<file path="config.mk">
export PLATFORM = sky130hd
export DESIGN_NAME = freelist_flat
export DESIGN_NICKNAME = d
export VERILOG_FILES = /design/src/rtl/freelist_if.sv /design/src/rtl/freelist.sv /design/src/flat_wrapper.sv
export SDC_FILE = /design/constraint.sdc
export NUM_CORES = 1
export LEC_CHECK = 0
export ABC_AREA = 1
export CORE_MARGIN = 3
export CORE_UTILIZATION = 26
export DETAILED_ROUTE_END_ITERATION = 8
export PLACE_DENSITY_LB_ADDON = 0.15
export SYNTH_ARGS = -nofsm -noshare
export SYNTH_HDL_FRONTEND = slang
export SYNTH_SLANG_ARGS = --single-unit
</file>
<file path="constraint.sdc">
create_clock -name clk -period 8.25 [get_ports clk]
set_clock_uncertainty 0.15 [all_clocks]
set_input_delay 1.65 -clock clk [delete_from_list [all_inputs] [get_ports clk]]
set_output_delay 1.65 -clock clk [all_outputs]
set_load 0.05 [all_outputs]
</file>
<file path="src/rtl/freelist_if.sv">
// Rename/retire side of the physical-register free list.
// The rename and retirement logic drive it as master; the free list is the slave.
interface freelist_if #(
    parameter int PRW = 5
);
    logic [1:0]           alloc_req;
    logic [1:0][PRW-1:0]  alloc_preg;
    logic                 alloc_stall;
    logic [1:0]           free_en;
    logic [1:0][PRW-1:0]  free_preg;
    logic [1:0]           retire_cnt;
    logic                 flush;
    logic [PRW-1:0]       free_count;
    logic                 err;

    modport master (
        output alloc_req, free_en, free_preg, retire_cnt, flush,
        input  alloc_preg, alloc_stall, free_count, err
    );

    modport slave (
        input  alloc_req, free_en, free_preg, retire_cnt, flush,
        output alloc_preg, alloc_stall, free_count, err
    );
endinterface

</file>
<file path="src/rtl/freelist.sv">
// Circular free list of physical registers with a committed head for one-cycle flush recovery.
// Two grants per cycle to rename, two returns per cycle from retirement.
module freelist #(
    parameter int PREGS = 32,
    parameter int AREGS = 16,
    parameter int PRW   = 5,
    parameter int DEPTH = 16
) (
    input  logic       clk,
    input  logic       rst_n,
    freelist_if.slave  fl_bus
);
    localparam int IW = $clog2(DEPTH);
    localparam int PW = IW + 1;
    // First preg of the initially free range; the top DEPTH pregs if the parameters disagree.
    localparam int BASE = (AREGS + DEPTH == PREGS) ? AREGS : PREGS - DEPTH;

    logic [PRW-1:0] fl_mem [DEPTH];
    logic [PW-1:0]  head_reg, rhead_reg, tail_reg;
    logic [PW-1:0]  head_next, rhead_next, tail_next;
    logic           err_reg, err_next;

    logic [1:0]     alloc_n, push_n, rc;
    logic [PW-1:0]  free_cnt, spec_cnt, head_p1, tail_p1;
    logic [PW:0]    fill;
    logic           stall, overflow, rc_bad, retire_past;
    logic           wr0_en, wr1_en;
    logic [PRW-1:0] wr0_data, wr1_data;
    logic [DEPTH-1:0] we;
    logic [PRW-1:0] wd [DEPTH];

    assign alloc_n  = {1'b0, fl_bus.alloc_req[0]} + {1'b0, fl_bus.alloc_req[1]};
    assign push_n   = {1'b0, fl_bus.free_en[0]} + {1'b0, fl_bus.free_en[1]};
    assign free_cnt = tail_reg - head_reg;
    assign spec_cnt = head_reg - rhead_reg;
    assign head_p1  = head_reg + PW'(1);
    assign tail_p1  = tail_reg + PW'(1);

    // Stall compares against the pre-push count: a same-cycle free never feeds a same-cycle grant.
    assign stall    = PW'(alloc_n) > free_cnt;
    assign fill     = {1'b0, free_cnt} + (PW+1)'(push_n);
    assign overflow = fill > (PW+1)'(DEPTH);

    assign rc_bad      = (fl_bus.retire_cnt == 2'd3);
    assign rc          = rc_bad ? 2'd0 : fl_bus.retire_cnt;
    assign retire_past = PW'(rc) > spec_cnt;
    assign rhead_next  = retire_past ? head_reg : rhead_reg + PW'(rc);

    always_comb begin
        head_next = head_reg;
        if (fl_bus.flush) begin
            head_next = rhead_next;
        end else if (!stall) begin
            head_next = head_reg + PW'(alloc_n);
        end
    end

    assign tail_next = overflow ? tail_reg : tail_reg + PW'(push_n);
    assign err_next  = err_reg | overflow | retire_past | rc_bad;

    // Pushes are compacted: the first valid return lands at tail, the second at tail+1.
    assign wr0_en   = (push_n != 2'd0) && !overflow;
    assign wr1_en   = (push_n == 2'd2) && !overflow;
    assign wr0_data = fl_bus.free_en[0] ? fl_bus.free_preg[0] : fl_bus.free_preg[1];
    assign wr1_data = fl_bus.free_preg[1];

    genvar gi;
    generate
        for (gi = 0; gi < DEPTH; gi++) begin : g_entry
            logic hit0, hit1;
            assign hit0   = wr0_en && (tail_reg[IW-1:0] == IW'(gi));
            assign hit1   = wr1_en && (tail_p1[IW-1:0] == IW'(gi));
            assign we[gi] = hit0 | hit1;
            assign wd[gi] = hit1 ? wr1_data : wr0_data;
        end
    endgenerate

    always_ff @(posedge clk or negedge rst_n) begin
        if (!rst_n) begin
            for (int i = 0; i < DEPTH; i++) begin
                fl_mem[i] <= PRW'(BASE + i);
            end
        end else begin
            for (int i = 0; i < DEPTH; i++) begin
                if (we[i]) begin
                    fl_mem[i] <= wd[i];
                end
            end
        end
    end

    always_ff @(posedge clk or negedge rst_n) begin
        if (!rst_n) begin
            head_reg  <= '0;
            rhead_reg <= '0;
            tail_reg  <= PW'(DEPTH);
            err_reg   <= 1'b0;
        end else begin
            head_reg  <= head_next;
            rhead_reg <= rhead_next;
            tail_reg  <= tail_next;
            err_reg   <= err_next;
        end
    end

    // Slot 1 takes the entry after slot 0's only when slot 0 is also allocating.
    assign fl_bus.alloc_preg[0] = fl_mem[head_reg[IW-1:0]];
    assign fl_bus.alloc_preg[1] = fl_bus.alloc_req[0] ? fl_mem[head_p1[IW-1:0]]
                                                      : fl_mem[head_reg[IW-1:0]];
    assign fl_bus.alloc_stall   = stall;
    assign fl_bus.free_count    = PRW'(free_cnt);
    assign fl_bus.err           = err_reg;
endmodule

</file>
<file path="src/flat_wrapper.sv">
// flat-port wrapper written by rule: the top's interface ports become plain ports
module freelist_flat 
#(
    parameter int PREGS = 32,
    parameter int AREGS = 16,
    parameter int PRW   = 5,
    parameter int DEPTH = 16
)
  (clk, rst_n, fl_bus_alloc_req, fl_bus_free_en, fl_bus_free_preg, fl_bus_retire_cnt, fl_bus_flush, fl_bus_alloc_preg, fl_bus_alloc_stall, fl_bus_free_count, fl_bus_err);
  freelist_if #(.PRW(PRW)) fl_bus_i ();
  input  logic clk;
  input  logic rst_n;
  input wire logic [$bits(fl_bus_i.alloc_req)-1:0] fl_bus_alloc_req;
  input wire logic [$bits(fl_bus_i.free_en)-1:0] fl_bus_free_en;
  input wire logic [$bits(fl_bus_i.free_preg)-1:0] fl_bus_free_preg;
  input wire logic [$bits(fl_bus_i.retire_cnt)-1:0] fl_bus_retire_cnt;
  input wire logic [$bits(fl_bus_i.flush)-1:0] fl_bus_flush;
  output wire logic [$bits(fl_bus_i.alloc_preg)-1:0] fl_bus_alloc_preg;
  output wire logic [$bits(fl_bus_i.alloc_stall)-1:0] fl_bus_alloc_stall;
  output wire logic [$bits(fl_bus_i.free_count)-1:0] fl_bus_free_count;
  output wire logic [$bits(fl_bus_i.err)-1:0] fl_bus_err;
  assign fl_bus_i.alloc_req = fl_bus_alloc_req;
  assign fl_bus_i.free_en = fl_bus_free_en;
  assign fl_bus_i.free_preg = fl_bus_free_preg;
  assign fl_bus_i.retire_cnt = fl_bus_retire_cnt;
  assign fl_bus_i.flush = fl_bus_flush;
  assign fl_bus_alloc_preg = fl_bus_i.alloc_preg;
  assign fl_bus_alloc_stall = fl_bus_i.alloc_stall;
  assign fl_bus_free_count = fl_bus_i.free_count;
  assign fl_bus_err = fl_bus_i.err;
  freelist #(.PREGS(PREGS), .AREGS(AREGS), .PRW(PRW), .DEPTH(DEPTH)) u_core (.clk(clk), .rst_n(rst_n), .fl_bus(fl_bus_i));
endmodule
</file>
==> flow_metrics.tcl, run 1 <==
# yosys + openroad results
set metrics [dict create \
    synth_warnings 0 \
    grt_pass1_vias 7467 \
    place_hpwl_um 20440 \
    chip_area_sq_um 32010 \
    ys_ff 96 \
    drv_slew 0 \
    clock_path_buffers 2 \
    core_sq_um 29090 \
    worst_slew_pin_slew_ns 1.150 \
    synth_dominant_cell_count "nand2_1" \
    path_max_fanout 11 \
    grt_max_degree 62 \
    crit_chain "clkdlybuf4s50_1, ha_1, inv_1, ha_1, nand2_1, nand2_1, nor2_1, nand4_1, inv_1, clkdlybuf4s50_1" \
    syn_nets 1254 \
    endpoint_kind "output pin" \
    row_count 62 \
    drc 0 \
    worstRegToRegCells 16 \
    synth.area.top_cells "nand2_1, dfstp_2, dfrtp_1" \
    clk_latency_ns 0.36 \
    ctsHoldBuffers 0 \
    largest_register_ffs 80 \
    dp_cells 1578 \
    ys_cells 1205 \
    ys_top_cells_by_count "nand2_1, nand3_1, inv_1" \
    maxSlewHeadroom_pct 23.09 \
    yosys.area.top_type "nand2_1" \
    min-delay-start "u_core.fl_mem[54]" \
    cts.sinks 96 \
    syn-cell-area_sq_um 7775 \
    grtUsageTotal_pct 19.06 \
    async_reset_ff_share_pct 100.0 \
    overflow 0 \
    fp.dieH_um 178.9 \
    ys.flop_type "dfstp_2" \
    slowest_delay_ns 0.81 \
    cts_made_buffers 9 \
    antenna_left 0 \
    wl_per_cell_um 18.69 \
    fin_crit_sh_pct 75.29 \
    syn-instance-count 1205 \
    area_growth_pct 12.79 \
    grt_pass1_wl_um 46040 \
    log.warning_count 27 \
    clk_pin_slew_worst_paths_ns 0.07 \
    fmax_mhz 161.0 \
    placed_area_sq_um 8437 \
    antenna_found_initial 0 \
    fp_util_pct 26.73 \
    cts_tree "built" \
    status "finished clean" \
    drt_iter0_markers 884 \
    startpoint "fl_bus_alloc_req[0]" \
    period_needed_ns 6.211 \
    ys_seq_share_pct 31.69 \
    edf_count 0 \
    num-nets-final 1254 \
    cts.htree.levels 3 \
    syn-mean-instance-area_sq_um 6.452 \
    start_kind "input port" \
    antenna_cells 0 \
    hold_viol_final 0 \
    max_cap_viol_count 0 \
    dr.pass1.iters 6 \
]
-- run 1: critical path, delay by kind of cell --
family                     cells  cell delay [ns]
adders and majority gates      2             0.70
buffers and inverters          4             1.64
and+or+nand+nor                4             0.43
-- run 1: worst paths after layout --
path	end	slack, ns
setup / recovery	fl_bus_alloc_stall	2.04
hold / removal	u_core.fl_mem[54]	0.32
setup reg to reg	u_core.fl_mem[64]	3.54
hold reg to reg	u_core.fl_mem[54]	0.32
max in group asynchronous	u_core.head_reg[0]	5.63
min in group asynchronous	u_core.tail_reg[2]	1.21
-- run 1: stage by stage --
stage | util (%) | setup WS, ns
CTS | 30.15 | 2.016
detailed placement | 29.00 | 2.016
global placement | 29.00 | 2.068
global route | 30.15 | 1.832
floorplan | - | 3.412
finish | 30.15 | 2.039
-- run 1: metal layers --
| layer | global-route usage, % | vias to the layer above | part of all wire [%] |
|---|---|---|---|
| li1 | - | 3913 | - |
| met3 | 2.668 | 34 | 5.2 |
| met1 | 27.32 | 3770 | 48 |
| met2 | 29.96 | 221 | 45 |
| met5 | 0 | - | 0 |
| met4 | 5.195 | 0 | 1.9 |
-- run 1: cell families after synthesis --
logic type,after synthesis,share of synthesized area (%)
flops,96,31.69
fa+ha+maj,30,5.407
xor+xnor,17,2.012
simple gates,694,38.57
compound gates,191,13.26
buf+inv,177,9.060
-- run 1: final cells by class --
class                           instances  area, sq um
Clock buffer                           12        256.5
Clock inverter                          4        76.32
Fill cell                            3203        20320
Inverter                              119        446.7
Multi-Input combinational cell        932         4607
Sequential cell                        96         2465
Tap cell                              384        480.5
Timing Repair Buffer                   47        437.9
-- run 1: cell usage in the layout (no fill, tap or decap), drive strengths merged, types with 2 or more instances in the layout --
| cell type | n |
|---|---|
| nand2 | 452 |
| nand3 | 131 |
| inv | 117 |
| o21ai | 100 |
| nor2 | 75 |
| a21oi | 60 |
| dfstp | 49 |
| dfrtp | 47 |
| clkdlybuf4s50 | 34 |
| nand4 | 26 |
| o211ai | 25 |
| ha | 24 |
| buf | 13 |
| xor2 | 12 |
| clkbuf | 12 |
| fa | 6 |
| xnor2 | 5 |
| a31oi | 5 |
| or2 | 5 |
| clkinv | 3 |
| nor3 | 2 |
| nand3b | 2 |
| bufinv | 2 |
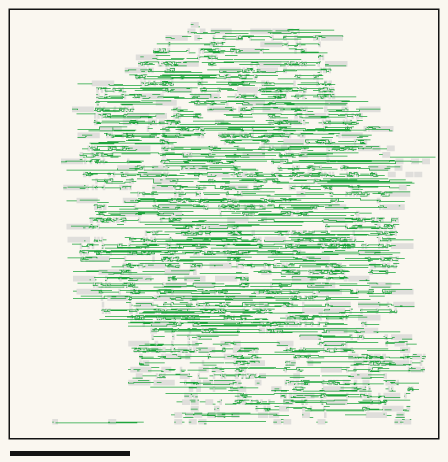
*Metal 1, run 1*
Scale bar: 50 um. Cells faint in the background.
The layer holds 48% of the routed length. The layer carries 14400 um of wire. The longest straight run is 75.9 um. 1151 nets have wire on it.
Post-Route WL: 29800 um
via count: 7938
met1 Usage GRT: 27.32%

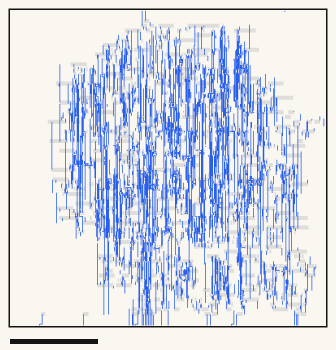
*M2 wires, run 1*
Scale bar: 50 um. Cells faint in the background.
The layer carries 13300 um of wire. The longest straight run is 57.5 um. The layer holds 45% of the routed length. 889 nets have wire on it.

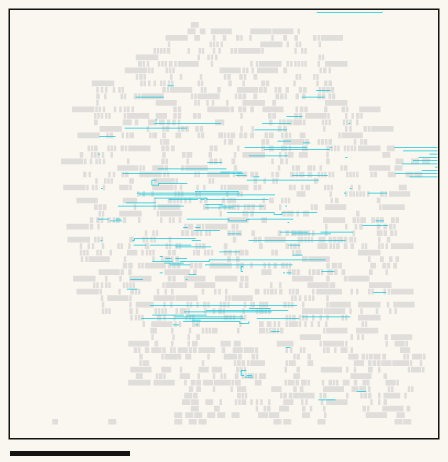
*The metal 3 layer, run 1*
Scale bar: 50 um. Cells faint in the background.
The wires run mostly horizontal. 73 nets have wire on it. The longest straight run is 61.2 um. The layer holds 5.2% of the routed length.

==> run 1 -> run 2 <==
==> constraint.sdc (replaced) <==
create_clock -name clk -period 5.7 [get_ports clk]
set_clock_uncertainty 0.15 [all_clocks]
set_input_delay 1.14 -clock clk [delete_from_list [all_inputs] [get_ports clk]]
set_output_delay 1.14 -clock clk [all_outputs]
set_load 0.05 [all_outputs]
==> flow_metrics.tcl, run 2 <==
# yosys + openroad results
set metrics [dict create \
    fp_util_pct 26.73 \
    largest_register_ffs 80 \
    ys_top_cells_by_count "nand2_1, nand3_1, inv_1" \
    syn-cell-area_sq_um 7775 \
    ctsHoldBuffers 0 \
    antenna_found_initial 0 \
    yosys.area.top_type "nand2_1" \
    ys_ff 96 \
    wirelength_um 29560 \
    cts.htree.levels 3 \
    synth-simple-area-share_pct 38.57 \
    min-delay-start "u_core.fl_mem[74]" \
    slowest_delay_ns 0.97 \
    hold_viol_final 0 \
    synth_dominant_cell_count "nand2_1" \
    drc 0 \
    maxSlewHeadroom_pct 34.11 \
    comb_area_sq_um 4609 \
    antenna_left 0 \
    clk_pin_slew_worst_paths_ns 0.08 \
    antenna_cells 0 \
    cts_tree "built" \
    drt_iter0_markers 766 \
    fin_crit_sh_pct 86.24 \
    row_count 62 \
    grtUsageTotal_pct 18.74 \
    clock_path_buffers 2 \
    dr.pass1.iters 5 \
    status "finished clean" \
    grt_pass1_vias 7351 \
    crit_chain "ha_2, o21ai_0, o21ai_0, o211ai_1, a31oi_1, clkdlybuf4s50_1" \
    adder_share_pct 5.407 \
    drive_above_1_share_pct 9.918 \
    max_cap_viol_count 0 \
    dr_total_vias 7889 \
    wl_per_cell_um 18.43 \
    log.warning_count 27 \
    chip_area_sq_um 32010 \
    min_path_type "reg2reg" \
    syn_nets 1254 \
    synth.area.mux_share_pct 0 \
    root_buffer "clkbuf_16" \
    drv_slew 0 \
    seqCellArea_sq_um 2465 \
    overflow 0 \
    ys.flop_type "dfstp_2" \
    edf_count 0 \
    clk_latency_ns 0.36 \
    syn-instance-count 1205 \
    synthTopLogicFamily "simple AND/OR/NAND/NOR gates" \
    syn-mean-instance-area_sq_um 6.452 \
    aoi_share_pct 13.26 \
    path_max_fanout 40 \
    fp.dieH_um 178.9 \
    area_growth_pct 14.05 \
    ys_seq_share_pct 31.69 \
    synth_warnings 0 \
    nFillCells 3213 \
    ys_sh_xor_pct 2.012 \
    grt_pass1_wl_um 45280 \
    cts_made_buffers 9 \
    worst_slew_pin_slew_ns 0.9884 \
    grt_max_degree 70 \
    synth.area.top_cells "nand2_1, dfstp_2, dfrtp_1" \
    lay_top_cells "nand2_1, nand3_1, inv_1, o21ai_0, nor2_1" \
    start_kind "flop" \
    lay_top_count "nand2_1" \
    endpoint_kind "output pin" \
    num-nets-final 1264 \
    startpoint "u_core.head_reg[1]" \
    place_hpwl_um 21380 \
    ys_cells 1205 \
]
==> run 2: path summary, 6_finish.rpt <==
kind                                        end  slack [ns]  depth (start not counted)
max in group asynchronous     u_core.fl_mem[34]        3.63                          2
min in group asynchronous    u_core.tail_reg[1]        0.77                          1
setup / recovery           fl_bus_alloc_preg[6]        0.78                          6
hold reg to reg               u_core.fl_mem[74]        0.32                          2
hold / removal                u_core.fl_mem[74]        0.32                          2
setup reg to reg              u_core.fl_mem[55]        1.23                         18
==> run 2: critical path: cells and delay by family, from the launching register on <==
family | cells | cell delay [ns]
buffers and inverters | 1 | 0.83
adders and majority gates | 1 | 0.97
AOI/OAI and AO/OA | 4 | 0.89
DFF | 1 | 0.54
==> run 2: metrics by stage <==
stage | util, % | area (sq um) | setup WS, ns | hold WS (ns) | cells
floorplan | - | 7775 | 1.372 | 0.2962 | 1205
global placement | 29.30 | 8524 | 0.8417 | 0.3088 | 1588
detailed placement | 29.30 | 8524 | 0.7924 | 0.3068 | 1588
CTS | 30.48 | 8867 | 0.7756 | 0.3200 | 1604
global route | 30.48 | 8867 | 0.6216 | 0.3277 | 1604
finish | 30.48 | 8867 | 0.7844 | 0.3155 | 1604
==> run 2: area by class of cell <==
class,count,area share [%]
inverter,119,5.037
sequential,96,27.80
clock inverter,7,1.326
clock buffer,9,2.540
multi-input combinational,932,51.98
timing repair buffer,57,5.898
tap,384,5.418
==> run 2: routing by layer <==
| layer | routed length [um] | track usage [%] | up-vias |
|---|---|---|---|
| met5 | 0 | 0 | - |
| met4 | 731 | 5.357 | 0 |
| met3 | 1343 | 2.075 | 44 |
| li1 | - | - | 3928 |
| met2 | 13150 | 29.15 | 226 |
| met1 | 14340 | 27.33 | 3691 |
==> run 2: cells by family after synthesis <==
family | after synthesis
AOI/OAI and AO/OA | 191
and+or+nand+nor | 694
buffers and inverters | 177
DFF | 96
adders and majority gates | 30
xor gates and xnor gates | 17
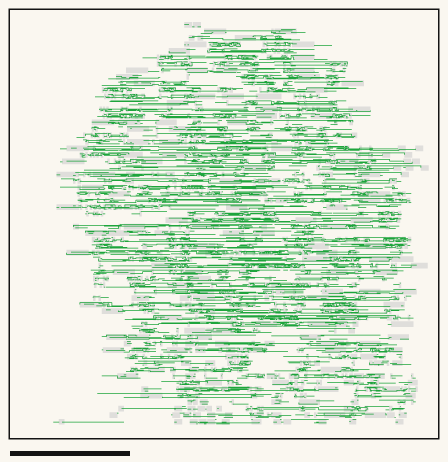
*Metal 1, run 2*
Scale bar: 50 um. Cells faint in the background.
The layer carries 14300 um of wire. The layer holds 49% of the routed length. 1166 nets have wire on it. The longest straight run is 65.3 um.

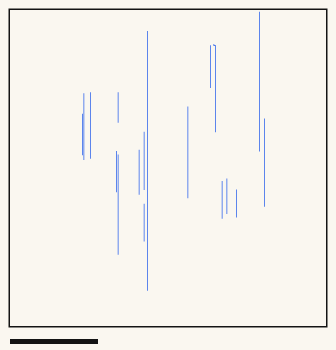
*Signal wires on met4, run 2*
Scale bar: 50 um.
The wires run mostly vertical. The layer holds 2.5% of the routed length. The longest straight run is 147 um. The layer carries 731 um of wire.

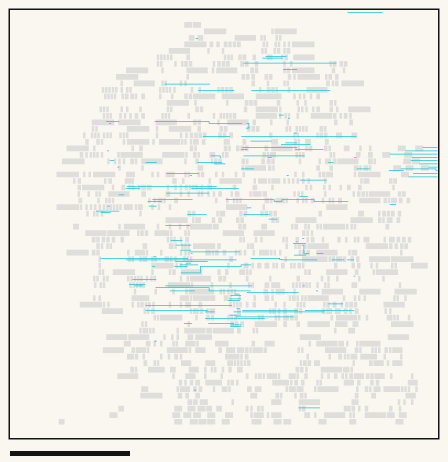
*The metal 3 layer, run 2*
Scale bar: 50 um. Cells faint in the background.
The layer carries 1340 um of wire. The layer holds 4.5% of the routed length.

==> run 2 -> run 3 <==
--- a/config.mk
+++ b/config.mk
@@ -9,7 +9,7 @@
 export CORE_MARGIN = 3
 export CORE_UTILIZATION = 26
 export DETAILED_ROUTE_END_ITERATION = 8
-export PLACE_DENSITY_LB_ADDON = 0.15
+export REMOVE_ABC_BUFFERS = 1
 export SYNTH_ARGS = -nofsm -noshare
 export SYNTH_HDL_FRONTEND = slang
 export SYNTH_SLANG_ARGS = --single-unit
==> flow_metrics.tcl, run 3 <==
# yosys + openroad results
set metrics [dict create \
    fp.dieH_um 178.9 \
    synth.area.top_cells "nand2_1, dfstp_2, dfrtp_1" \
    fin_crit_sh_pct 91.26 \
    path_buffers 2 \
    lay_top_count "nand2_1" \
    drc 0 \
    clk_pin_slew_worst_paths_ns 0.07 \
    wirelength_um 27030 \
    syn-mean-instance-area_sq_um 6.452 \
    grt_pass1_vias 7670 \
    min_path_type "reg2reg" \
    synth_dominant_cell_count "nand2_1" \
    overflow 0 \
    fp_util_pct 26.73 \
    cts_tree "built" \
    grt_pass1_wl_um 42190 \
    crit_chain "ha_1, buf_4, a21oi_1, o21ai_0, o21ai_0, o211ai_1, a31oi_1, clkdlybuf4s50_1" \
    ys_seq_share_pct 31.69 \
    timing.final.ws_setup_ns 0.4983 \
    drive_above_1_share_pct 9.316 \
    row_count 62 \
    antenna_found_initial 0 \
    nFillCells 3184 \
    endpoint_kind "output pin" \
    worst_slew_pin_slew_ns 1.117 \
    ys.flop_type "dfstp_2" \
    synth.area.mux_share_pct 0 \
    yosys.area.top_type "nand2_1" \
    cp_top_family "buffers and inverters" \
    placed_area_sq_um 8469 \
    largest_register_ffs 80 \
    final_area_sq_um 8770 \
    num-nets-final 1257 \
    ys_cells 1205 \
    status "finished clean" \
    start_kind "flop" \
    synth-simple-area-share_pct 38.57 \
    syn-instance-count 1205 \
    drv_slew 0 \
    place_hpwl_um 18880 \
    lay_top_cells "nand2_1, nand3_1, inv_1, o21ai_0, nor2_1" \
    dr.pass1.iters 5 \
    hold_viol_final 0 \
    antenna_left 0 \
    cts.htree.levels 3 \
    wl_per_cell_um 16.93 \
    clock_path_buffers 2 \
    synth_warnings 0 \
    ys_sh_xor_pct 2.012 \
    syn-cell-area_sq_um 7775 \
    cts_made_buffers 9 \
    synthTopLogicFamily "simple AND/OR/NAND/NOR gates" \
    area_growth_pct 12.79 \
]
## run 3: cell count changes in the layout (fill, tap and decap cells not counted), sizes merged
cell      before  now
buf           24   17
inv          118  116
clkbuf         9   12
clkinvlp       0    2
clkinv         5    4
bufinv         3    1
## run 3: logic make-up (layout without fill, tap and decap cells)
kind of cell,Yosys count,after routing
adders and majority gates,30,30
DFF,96,96
and+or+nand+nor,694,694
buffers and inverters,177,185
AOI/OAI and AO/OA,191,191
xor gates and xnor gates,17,17
## run 3: worst paths after layout
| check | from | to | slack (ns) | cells after the start |
|---|---|---|---|---|
| max | u_core.head_reg[0] | fl_bus_alloc_preg[9] | 0.50 | 8 |
| min | u_core.fl_mem[70] | u_core.fl_mem[70] | 0.32 | 2 |
| max reg2reg | u_core.head_reg[1] | u_core.fl_mem[49] | 1.10 | 17 |
| min reg2reg | u_core.fl_mem[70] | u_core.fl_mem[70] | 0.32 | 2 |
| max in group asynchronous | rst_n | u_core.tail_reg[2] | 3.67 | 2 |
| min in group asynchronous | rst_n | u_core.fl_mem[35] | 0.68 | 1 |
## run 3: per-stage QoR
step,hold slack [ns],TNS (ns),cells
4_1_cts,0.3207,0,1597
2_1_floorplan,0.2962,-0.3136,1147
5_1_grt,0.3322,0,1597
3_3_place_gp,0.3091,0,1581
6_report,0.3206,0,1597
3_5_place_dp,0.3090,0,1581
## run 3: layer usage
| metal | up-vias | part of all wire [%] | track usage [%] |
|---|---|---|---|
| li1 | 3912 | - | - |
| met1 | 3767 | 44 | 22.89 |
| met2 | 299 | 44 | 26.84 |
| met3 | 58 | 7.9 | 3.643 |
| met4 | 0 | 3.4 | 6.948 |
| met5 | - | 0 | 0 |
## run 3: worst register-to-register path, cell delays in order, from the launching register on
cell	delay (ns)
dfrtp_1	0.35
buf_4	0.45
inv_1	0.46
fa_1	0.70
inv_1	0.10
fa_1	0.51
inv_1	0.04
nor2_1	0.09
o21ai_0	0.08
nand3_1	0.08
nand2_1	0.08
nand3_4	0.28
nand3_4	0.42
nor2_1	0.46
nand2_1	0.09
nand2_1	0.08
nand2_1	0.05
nand2_1	0.06
## run 3: area by class of cell
cell class / instances / area (sq um) / area share (%)
timing repair buffer: 50 / 470.5 / 5.365
inverter: 119 / 446.7 / 5.093
multi-input combinational: 932 / 4607 / 52.53
clock inverter: 4 / 53.80 / 0.6135
sequential: 96 / 2465 / 28.11
clock buffer: 12 / 246.5 / 2.811
tap: 384 / 480.5 / 5.479
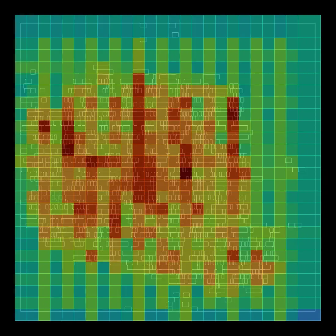
*Routing congestion, run 3*
GR Layer Usage met2: 26.84%
final core utilization: 30.15%
total track usage: 17.11%
gr busiest metal: met2
GR met3 Demand/Resource: 3.643%

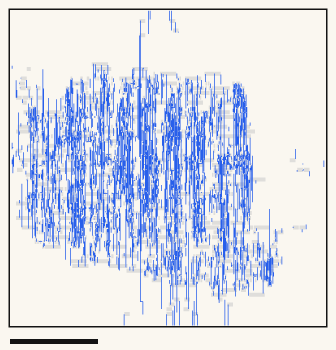
*M2 wires, run 3*
Scale bar: 50 um. Cells faint in the background.
The layer holds 44% of the routed length. The wires run mostly vertical.

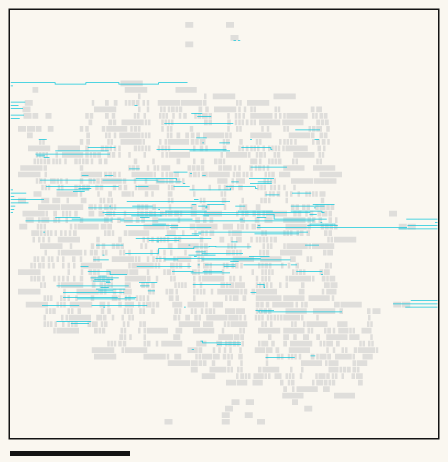
*The metal 3 layer, run 3*
Scale bar: 50 um. Cells faint in the background.
The layer holds 7.9% of the routed length. The wires run mostly horizontal. The longest straight run is 86.5 um. 105 nets have wire on it.

